Figure 1. Sizing map.
(12 px per micron)
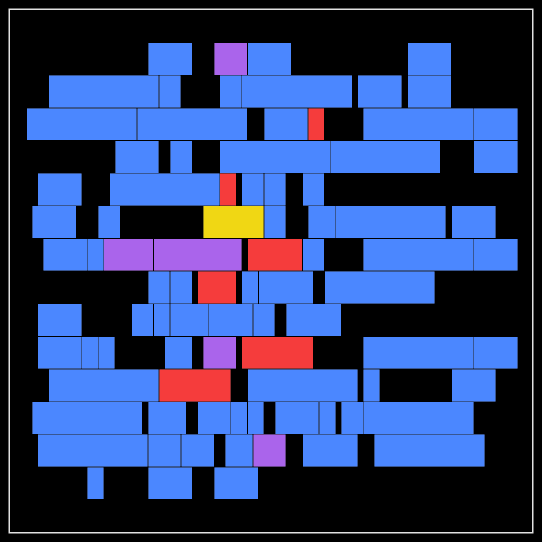
Figure 2. Gate-type map.
(12 px per micron)
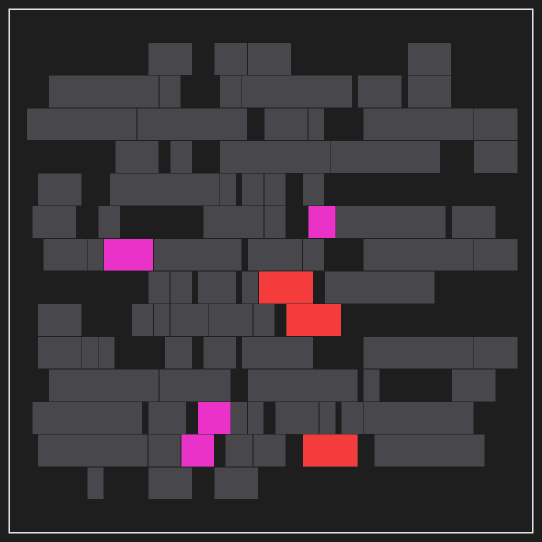
Figure 3. Placed standard cells.
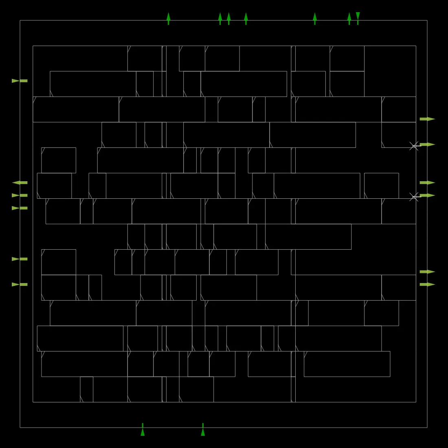
Figure 4. Ports around the boundary.
(12 px per micron) Pins as bars across the die edge, other pins in grey.
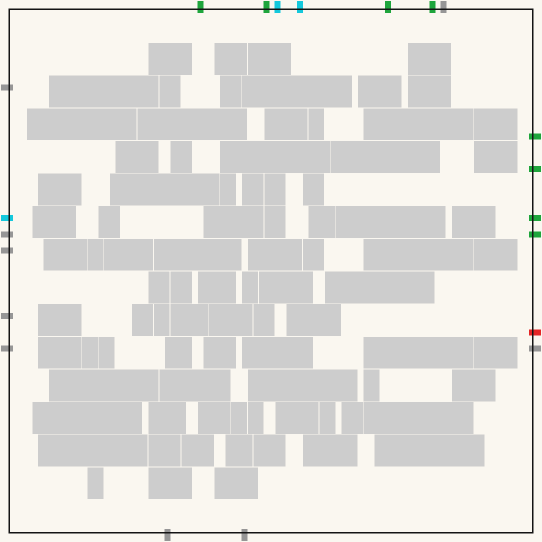
**config.mk**
```make
export PLATFORM = sky130hd
export DESIGN_NAME = dec_scan
export DESIGN_NICKNAME = d
export VERILOG_FILES = /design/src/rtl/dec_scan.sv
export SDC_FILE = /design/constraint.sdc
export NUM_CORES = 1
export LEC_CHECK = 0
export CORE_UTILIZATION = 45
export CTS_CLUSTER_SIZE = 28
export DETAILED_ROUTE_END_ITERATION = 10
export HOLD_SLACK_MARGIN = 0.06
export MAX_ROUTING_LAYER = met4
export PLACE_DENSITY = 0.75
export SYNTH_ARGS = -nofsm -noshare
export SYNTH_HDL_FRONTEND = slang
export SYNTH_SLANG_ARGS = --single-unit
```
**constraint.sdc**
```tcl
create_clock -name clk -period 2.4 [get_ports clk]
set_input_delay 0.48 -clock clk [delete_from_list [all_inputs] [get_ports clk]]
set_output_delay 0.48 -clock clk [all_outputs]
set_load 0.005 [all_outputs]
```
**src/rtl/dec_scan.sv**
```systemverilog
// -----------------------------------------------------------------------------
// dec_scan
//   Registered N-to-2^N one-hot decoder with an auto-scan mode.
//   In decode mode the output follows `sel` one cycle later. In scan mode the
//   active position holds for DWELL cycles, then advances modulo W. `wrap`
//   pulses when the scan rolls from W-1 to 0. `load` restarts the scan at
//   `sel`.
//
// Parameters
//   N      select width (1..6); output width W = 2**N
//   DWELL  cycles each scan position is held (1..255)
//
// Ports
//   clk    in   clock, rising edge
//   rst_n  in   asynchronous active-low reset
//   e      in   enable; 0 clears the output and freezes the scan position
//   mode   in   0 = registered decode, 1 = auto-scan
//   sel    in   decode select / scan start index (with load)
//   load   in   restart the scan at sel
//   I      out  registered one-hot output
//   idx    out  registered binary index of the active bit
//   valid  out  I holds exactly one set bit
//   wrap   out  one-cycle pulse on scan rollover W-1 -> 0
// -----------------------------------------------------------------------------
module dec_scan #(
    parameter int N     = 3,
    parameter int DWELL = 4
) (
    input  logic            clk,
    input  logic            rst_n,
    input  logic            e,
    input  logic            mode,
    input  logic [N-1:0]    sel,
    input  logic            load,
    output logic [2**N-1:0] I,
    output logic [N-1:0]    idx,
    output logic            valid,
    output logic            wrap
);

    localparam int W  = 2**N;
    localparam int CW = $clog2(DWELL + 1);
    localparam logic [CW-1:0] CNT_LAST = CW'(DWELL - 1);

    typedef enum logic [1:0] {
        IDLE,
        DECODE,
        SCAN
    } state_e;

    state_e          state_q, state_d;
    logic [W-1:0]    I_q, I_d;
    logic [N-1:0]    idx_q, idx_d;
    logic [CW-1:0]   cnt_q, cnt_d;
    logic            valid_q, valid_d;
    logic            wrap_q, wrap_d;

    // State register
    always_ff @(posedge clk or negedge rst_n) begin
        if (!rst_n) begin
            state_q <= IDLE;
        end else begin
            state_q <= state_d;
        end
    end

    // Next-state logic: enable and mode alone select the target state
    always_comb begin
        state_d = state_q;
        if (!e) begin
            state_d = IDLE;
        end else if (mode) begin
            state_d = SCAN;
        end else begin
            state_d = DECODE;
        end
    end

    // Output / datapath next values, keyed on the state being entered so that
    // the outputs are registered on the same edge as the state change.
    always_comb begin
        idx_d   = idx_q;
        cnt_d   = cnt_q;
        valid_d = 1'b0;
        wrap_d  = 1'b0;
        case (state_d)
            DECODE: begin
                idx_d   = sel;
                valid_d = 1'b1;
            end
            SCAN: begin
                valid_d = 1'b1;
                if (state_q != SCAN) begin
                    idx_d = load ? sel : '0;
                    cnt_d = '0;
                end else if (load) begin
                    // load outranks a same-cycle dwell expiry and never wraps
                    idx_d = sel;
                    cnt_d = '0;
                end else if (cnt_q == CNT_LAST) begin
                    idx_d  = idx_q + N'(1);
                    cnt_d  = '0;
                    wrap_d = (idx_q == '1);
                end else begin
                    cnt_d = cnt_q + CW'(1);
                end
            end
            default: begin
                // IDLE: output cleared, idx and dwell counter held
            end
        endcase
        I_d = valid_d ? (W'(1) << idx_d) : '0;
    end

    // Output and datapath registers
    always_ff @(posedge clk or negedge rst_n) begin
        if (!rst_n) begin
            I_q     <= '0;
            idx_q   <= '0;
            cnt_q   <= '0;
            valid_q <= 1'b0;
            wrap_q  <= 1'b0;
        end else begin
            I_q     <= I_d;
            idx_q   <= idx_d;
            cnt_q   <= cnt_d;
            valid_q <= valid_d;
            wrap_q  <= wrap_d;
        end
    end

    assign I     = I_q;
    assign idx   = idx_q;
    assign valid = valid_q;
    assign wrap  = wrap_q;

endmodule

```
==> flow_metrics.env <==
# yosys + openroad results
export IMPL_grt_start_max_net_pins=19
export IMPL_violations="design-rule violations"
export IMPL_vias=553
export IMPL_worst_pin_slew_ps=737
export IMPL_crit_required_ps=2610
export IMPL_vias_per_cell=5.37
export IMPL_drcViolationCount=4
export IMPL_core_sq_um=1560
export IMPL_tns_ps=0
export IMPL_fp_util_pct=49.8
export IMPL_synth_top_area_share_pct=58.1
export IMPL_drt_pass1_iter_count=7
export IMPL_drive_above_1_share_pct=13.8
export IMPL_period_needed_ps=1810
export IMPL_synth_area_top_cells="dfrtp_1 58%, nor3_1 5.8%, ha_1 4.8%, a211oi_4 2.6%, nand4bb_2 2.1%"
export IMPL_clock_skew_ps=5.55
export IMPL_power_leakage_nw=0.470
export IMPL_port_buffers=20
export IMPL_status="finished with violations"
export IMPL_holdPathStages=1
export IMPL_cts_sinks=18
export IMPL_gp_congestion=0.826
export IMPL_synth_area_sq_um=776
export IMPL_die_w_microns=43.5
export IMPL_clockRootBuffer="clkbuf_4"
export IMPL_crit_path_end_kind="flip-flop"
export IMPL_finalMaxSlewViolations=0
export IMPL_critPathMaxStageDelay_ps=550
export IMPL_cts_setup_buffers=0
export IMPL_ys_cells=65
export IMPL_yosysWarnings=0
export IMPL_antenna_found_initial=0
export IMPL_numCtsBuffers=3
export IMPL_clk_pin_slew_ps=100
export IMPL_syn2layout_area_growth_pct=31.9
export IMPL_fin_ws_ps=587
Notes on Figure 1 above:
| colour | size | cells | share |
|---|---|---|---|
| red | _2 cells | 6 | 6.9% |
| blue | _0 and _1 cells | 75 | 86% |
| yellow | _6 and larger | 1 | 1.1% |
| purple | _3 and _4 cells | 5 | 5.7% |

Notes on Figure 2 above:
| colour | family | cells | most used |
|---|---|---|---|
| red | adder and majority cells | 3 | ha_1 |
| magenta | AND and OR gates | 4 | and2b_1 |

Notes on Figure 3 above:
# fillers: 114
registers: 18
final std cells w/o fill: 103

Notes on Figure 4 above:
| colour | port | pins | direction | edge |
|---|---|---|---|---|
| red | valid | 1 | output | right |
| green | I | 8 | output | 4 top, 4 right |
| cyan | idx | 3 | output | 2 top, 1 left |

==> area by class of cell <==
cell class	instances	area, sq um
Clock buffer	4	36.3
Fill cell	114	536
Inverter	6	22.5
Multi-Input combinational cell	39	294
Sequential cell	18	450
Tap cell	16	20.0
Timing Repair Buffer	20	200
==> where the power goes <==
group / internal [mW] / switching, mW / total [mW]
sequential: 0.317 / 0.0107 / 0.328
clock: 0.0926 / 0.0937 / 0.186
combinational: 0.0473 / 0.0418 / 0.0891
==> cells in the mapped netlist (all sizes together) (2+ instances only) <==
cell    number
dfrtp       18
nor3         9
inv          6
nand2        4
o21ai        4
ha           3
and2b        2
and3         2
clkbuf       2
nand2b       2
nor2         2
==> worst max-delay path: cells and delay by family <==
kind	cells	cell delay (ps)
buffers and inverters	1	550
AND-OR/OR-AND	2	480
AND/OR/NAND/NOR	2	500
==> through the flow <==
step	power (mW)	cell area, sq um	utilization [%]	hold slack (ps)	std cells
final	0.603	1020	65.7	504	103
after global routing	0.637	1020	65.7	542	103
after detailed placement	0.424	987	63.3	488	99
after global placement	0.421	987	63.3	476	99
after floorplan	0.374	776	-	184	65
after CTS	0.608	1020	65.7	511	103
==> layer usage <==
layer | routed length (microns) | global-route usage, % | part of all wire (%) | vias up
li1 | - | - | - | 271
met4 | 52 | 13.1 | 3.8 | 0
met3 | 62 | 5.00 | 4.6 | 5
met5 | 0 | - | 0 | -
met1 | 631 | 26.1 | 46 | 256
met2 | 616 | 25.5 | 45 | 21
==> flip-flops by register name, summed over array words and instances (netlist names) <==
signal and flops:
I 8, cnt_q 3, state_q 2, valid 1, wrap 1, idx 3
==> logic make-up (layout without fill, tap and decap cells) <==
logic type      Yosys count  after routing  synth area share [%]
compound gates           11             11                  13.4
fa+ha+maj                 3              3                  4.84
buf+inv                   8             30                  4.03
flops                    18             18                  58.1
mux                       1              1                  1.29
simple gates             24             24                  18.4
==> worst max path at each step <==
stage | startpoint | to | slack [ps] | cells past startpoint
after floorplan | load | I[0]$_DFF_PN0_ | 930 | 5
after global placement | mode | I[1]$_DFF_PN0_ | 330 | 5
after detailed placement | mode | I[1]$_DFF_PN0_ | 260 | 5
after CTS | mode | I[1]$_DFF_PN0_ | 580 | 5
after global routing | load | I[1]$_DFF_PN0_ | 460 | 6
final | mode | I[1]$_DFF_PN0_ | 590 | 5
No activity file was given, so power comes from the tool's default toggle rates.
